$ cat src/rtl/axi_10g_ethernet_0_cdc_handshake_tx.sv
// Source-domain end of a toggle req/ack clock-domain crossing for one multi-bit word.
// A word is captured on valid/ready and held stable until the resynchronised ack matches the request.
module axi_10g_ethernet_0_cdc_handshake_tx #(
    parameter int C_DATA_WIDTH     = 32,
    parameter int C_NUM_SYNC_REGS  = 3,
    parameter int C_TIMEOUT_CYCLES = 1024
) (
    input  logic                    clk,
    input  logic                    rst_n,
    input  logic [C_DATA_WIDTH-1:0] s_data,
    input  logic                    s_valid,
    output logic                    s_ready,
    output logic [C_DATA_WIDTH-1:0] xfer_data,
    output logic                    req_toggle,
    input  logic                    ack_toggle,
    output logic                    done,
    output logic                    busy,
    output logic                    timeout_err,
    output logic                    proto_err,
    input  logic                    clr_err
);

    localparam bit TO_EN = (C_TIMEOUT_CYCLES != 0);
    localparam int TW    = TO_EN ? $clog2(C_TIMEOUT_CYCLES + 1) : 1;
    localparam logic [TW-1:0] T_SAT = TW'(C_TIMEOUT_CYCLES);
    localparam logic [TW-1:0] T_LIM = TW'(TO_EN ? C_TIMEOUT_CYCLES - 1 : 0);

    typedef enum logic {
        IDLE     = 1'b0,
        WAIT_ACK = 1'b1
    } state_t;

    state_t        state;
    state_t        state_nxt;
    logic [TW-1:0] timer;
    logic          ack_s;
    logic          match;
    logic          accept;
    logic          done_nxt;
    logic          to_set;
    logic          pe_set;

    // Metastability chain: kept as discrete flops so tools neither pack it into an SRL nor retime it.
    (* ASYNC_REG = "TRUE", SHREG_EXTRACT = "NO" *)
    logic [C_NUM_SYNC_REGS-1:0] ack_sync;

    always_ff @(posedge clk or negedge rst_n) begin
        if (!rst_n) begin
            ack_sync <= '0;
        end else begin
            ack_sync <= {ack_sync[C_NUM_SYNC_REGS-2:0], ack_toggle};
        end
    end

    assign ack_s   = ack_sync[C_NUM_SYNC_REGS-1];
    assign match   = (ack_s == req_toggle);
    assign s_ready = (state == IDLE) && match;
    assign accept  = s_valid && s_ready;
    assign busy    = (state == WAIT_ACK);

    always_comb begin
        // NOTE: every output of this block gets a default first, so no path can infer a latch.
        state_nxt = state;
        done_nxt  = 1'b0;
        to_set    = 1'b0;
        pe_set    = 1'b0;
        case (state)
            IDLE: begin
                if (!match) begin
                    pe_set = 1'b1;
                end
                if (accept) begin
                    state_nxt = WAIT_ACK;
                end
            end
            WAIT_ACK: begin
                if (match) begin
                    state_nxt = IDLE;
                    done_nxt  = 1'b1;
                end else if (TO_EN && (timer >= T_LIM)) begin
                    to_set = 1'b1;
                end
            end
            default: state_nxt = IDLE;
        endcase
    end

    // NOTE: state is updated with non-blocking assignments so every flop samples pre-edge values.
    always_ff @(posedge clk or negedge rst_n) begin
        if (!rst_n) begin
            state       <= IDLE;
            xfer_data   <= '0;
            req_toggle  <= 1'b0;
            timer       <= '0;
            done        <= 1'b0;
            timeout_err <= 1'b0;
            proto_err   <= 1'b0;
        end else begin
            state <= state_nxt;
            done  <= done_nxt;
            if (accept) begin
                xfer_data  <= s_data;
                req_toggle <= ~req_toggle;
                timer      <= '0;
            end else if ((state == WAIT_ACK) && (timer != T_SAT)) begin
                timer <= timer + TW'(1);
            end
            // Set has priority over a simultaneous clear.
            timeout_err <= to_set | (timeout_err & ~clr_err);
            proto_err   <= pe_set | (proto_err & ~clr_err);
        end
    end

endmodule

$ cat config.mk
export PLATFORM = sky130hd
export DESIGN_NAME = axi_10g_ethernet_0_cdc_handshake_tx
export DESIGN_NICKNAME = d
export VERILOG_FILES = /design/src/rtl/axi_10g_ethernet_0_cdc_handshake_tx.sv
export SDC_FILE = /design/constraint.sdc
export NUM_CORES = 1
export LEC_CHECK = 0
export CAP_MARGIN = 20
export CORE_MARGIN = 2
export CORE_UTILIZATION = 41
export CTS_CLUSTER_DIAMETER = 100
export DETAILED_ROUTE_END_ITERATION = 7
export PLACE_DENSITY = 0.76
export SYNTH_ARGS = -nofsm -noshare
export SYNTH_HDL_FRONTEND = slang
export SYNTH_SLANG_ARGS = --single-unit
$ cat constraint.sdc
create_clock -name clk -period 1.7 [get_ports clk]
set_input_delay 0.255 -clock clk [delete_from_list [all_inputs] [get_ports clk]]
set_output_delay 0.255 -clock clk [all_outputs]
set_load 0.02 [all_outputs]
detail.png
Region (19, 35) to (59, 75) um. Cells in gray, sequential cells in the stronger gray; small squares are vias.
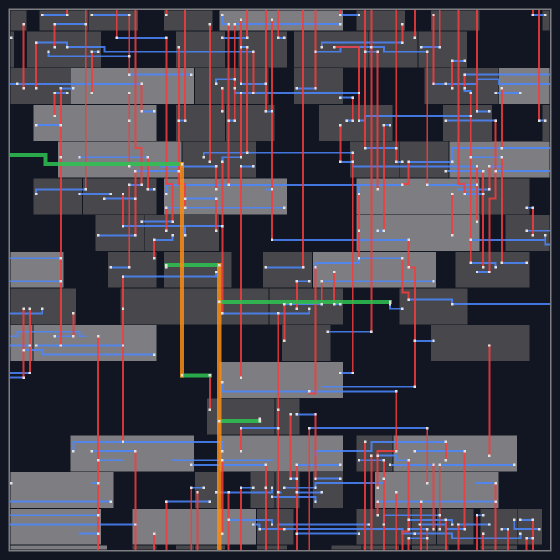
blue -> metal 1
green -> metal 3
red -> metal 2
orange -> metal 4
cells with their middle in the window = 69
netlist names of flops here include = xfer_data (13), timer (5)
sequential cells in the window = 18
most frequent = clkdlybuf4s50_1 (21), dfrtp_1 (18), mux2_4 (13)

layer_met2.png
Drawn at 4 px/um.
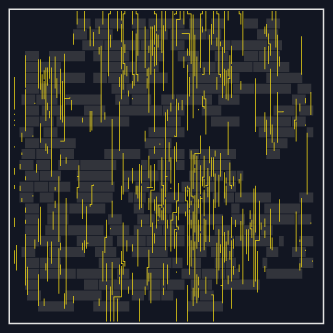
main direction = vertical
longest straight run = 27.2 um
nets with wire on the layer = 244
share of all routed wire = 48%
wire length on this layer = 2160 um
Post-Route WL: 4.461 mm
routed vias: 1527
met2 global-route usage: 24.31%

logic_types.png
Drawn at 6 px/um.
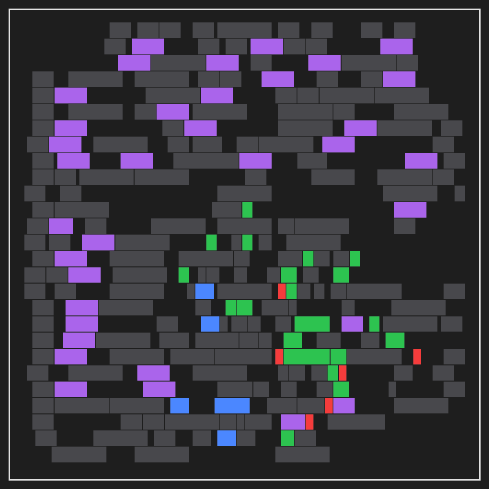
purple -> multiplexers  # cells 35, most used mux2_4, where all over the die
green -> inverting AOI/OAI gates  # cells 20, most used a21oi_1
blue -> XOR/XNOR gates  # cells 5, most used xor2_1, where bottom center
red -> inverters  # cells 6, most used inv_1
Non-Filler Instances: 313
logic share of the area: 27.57%

congestion.png
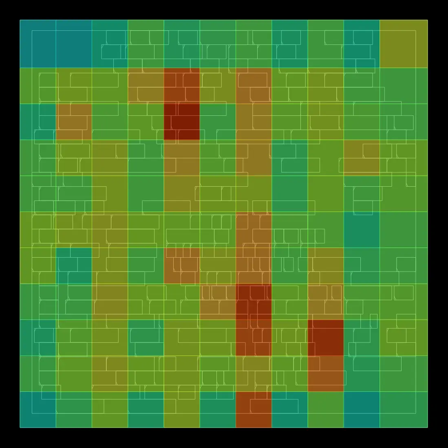
post-layout util: 60.95%
met3 Use GR: 3.793%
GRT Total Usage: 15.33%
met1 Track Usage GR: 20.56%

flops_by_reg.png
Drawn at 6 px/um. Other sequential cells in the stronger gray, the rest of the logic in the fainter gray.
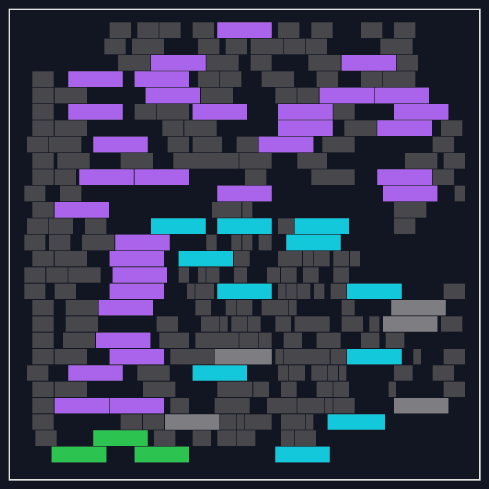
green -> ack_sync  # sequential cells 3
purple -> xfer_data  # sequential cells 32
cyan -> timer  # sequential cells 11
not colored = 5

==> summary.txt <==
impl run done, here's what came out: gr ovfl total=0, fillcell total=451, cells after synthesis=150, Simple Share, Synth=6.822%, Clock Path Buffers=2, crit start category=flop, NumNets Final=280, kind of critical path=reg -> reg, worst hold endpoint=ack_sync[1], fmax=0.6161 GHz, Die ar.=0.006111 mm^2, Synth area leader=dfrtp_1, Die Y=78.18 um, Max Fanout on Critical Path=2, area of the mapped netlist=0.002256 mm^2, flip-flops=51, RSZ-0062 raised after global routing=false, Main area contributors=dfrtp_1 57%, mux2_4 21%, o31ai_1 1.7%, hold_sp=ack_sync[0], placed cell area=0.003172 mm^2, CP endpoint=timer[1], Area Growth Syn to Fin=46.03%, run status=finished clean, Pins Over Slew Limit=0, number of global-route vias before repair=1584, XOR/XNOR Area Share=2.274%, Cells after DPL=305, clock root cell=clkbuf_8, area of the core=0.005405 mm^2, first-pass GRT wire length=7.383 mm, count leader, synth=dfrtp_1, max incr delay on CP=570 ps, CP arrival=1820 ps, Leakage=1.442 nW, max-cap violations=0, Slowest-stage cell, CP=or4_4, CTS Buf Count=5, Seq/total area=38.82%, io pins=75, Synthesized registers=51, port bufs=74, # H-tree levels=2, Buffers excl. clock=89, worst hold path type=reg -> reg, Adders+Majority by Area=1.109%, layout cells sized above 1=26.56%, initial DRC count=78, Ys Warns=0, largest net degree at the start of global routing=36, Vias per Instance=4.879, clock buffers=5, area reported by Yosys stat=0.002256 mm^2, commonest cells in the netlist=51 x dfrtp_1, 31 x mux2_4, 6 x a21oi_1, 6 x inv_1, 5 x o31ai_1, CTS tree=yes, comb_multi_in=88, DP Worst Slack=-121.3 ps
sequential cells by signal, summed over array words and instances (netlist names):
name,cells
timer,11
ack_sync,3
busy,1
proto_err,1
done,1
req_toggle,1
timeout_err,1
xfer_data,32
routing by layer:
| metal | vias up | global-route usage [%] | share of wire (%) |
|---|---|---|---|
| met5 | - | 0 | 0 |
| met4 | 0 | 5.439 | 1.3 |
| met3 | 7 | 3.793 | 5.6 |
| met2 | 55 | 24.31 | 48 |
| met1 | 744 | 20.56 | 45 |
| li1 | 721 | - | - |
layout by cell type, fill, tap and decap left out, types with 2 or more instances in the layout:
cell type,instances
inv_1,6
nand3_1,3
nand2_1,2
dfrtp_2,2
a21oi_1,6
nand4_1,3
clkdlybuf4s50_1,70
ha_1,2
mux2_4,31
o31ai_1,5
or3_1,3
dfrtp_1,49
or2_2,2
or4_1,3
o21ai_0,4
nor2_1,4
xor2_1,3
buf_12,3
clkbuf_8,5
mux2i_1,2
buf_4,11
dlygate4sd2_1,2
what timing repair did:
action / CTS / global route
buffers inserted: 0 / 0
gates cloned: 0 / 0
hold endpoints to repair: 16 / 0
hold buffers: 1 / 0
gates resized: 3 / 3
endpoints found under the setup margin: 3 / 3
stage by stage:
stage	util, %	total power [mW]	hold slack (ps)
finish	60.95	5.836	353.1
global route	60.95	6.147	365.6
CTS	60.81	5.907	358.1
detailed placement	58.68	5.060	205.4
global placement	58.68	5.006	203.0
floorplan	-	3.759	-40.59
critical path: cells and delay by family, from the launching register on:
kind | cells | cell delay, ps
flip-flops | 1 | 400
multiplexers | 1 | 340
AND-OR/OR-AND | 1 | 210
AND/OR/NAND/NOR | 1 | 570
where the power goes:
group	internal (mW)	leakage, nW	switching, mW
clock network	0.430	0.0502	0.395
registers	1.70	0.623	0.351
logic	1.71	0.770	1.25
Power figures rest on the tool's default switching activity, not on a simulated workload.
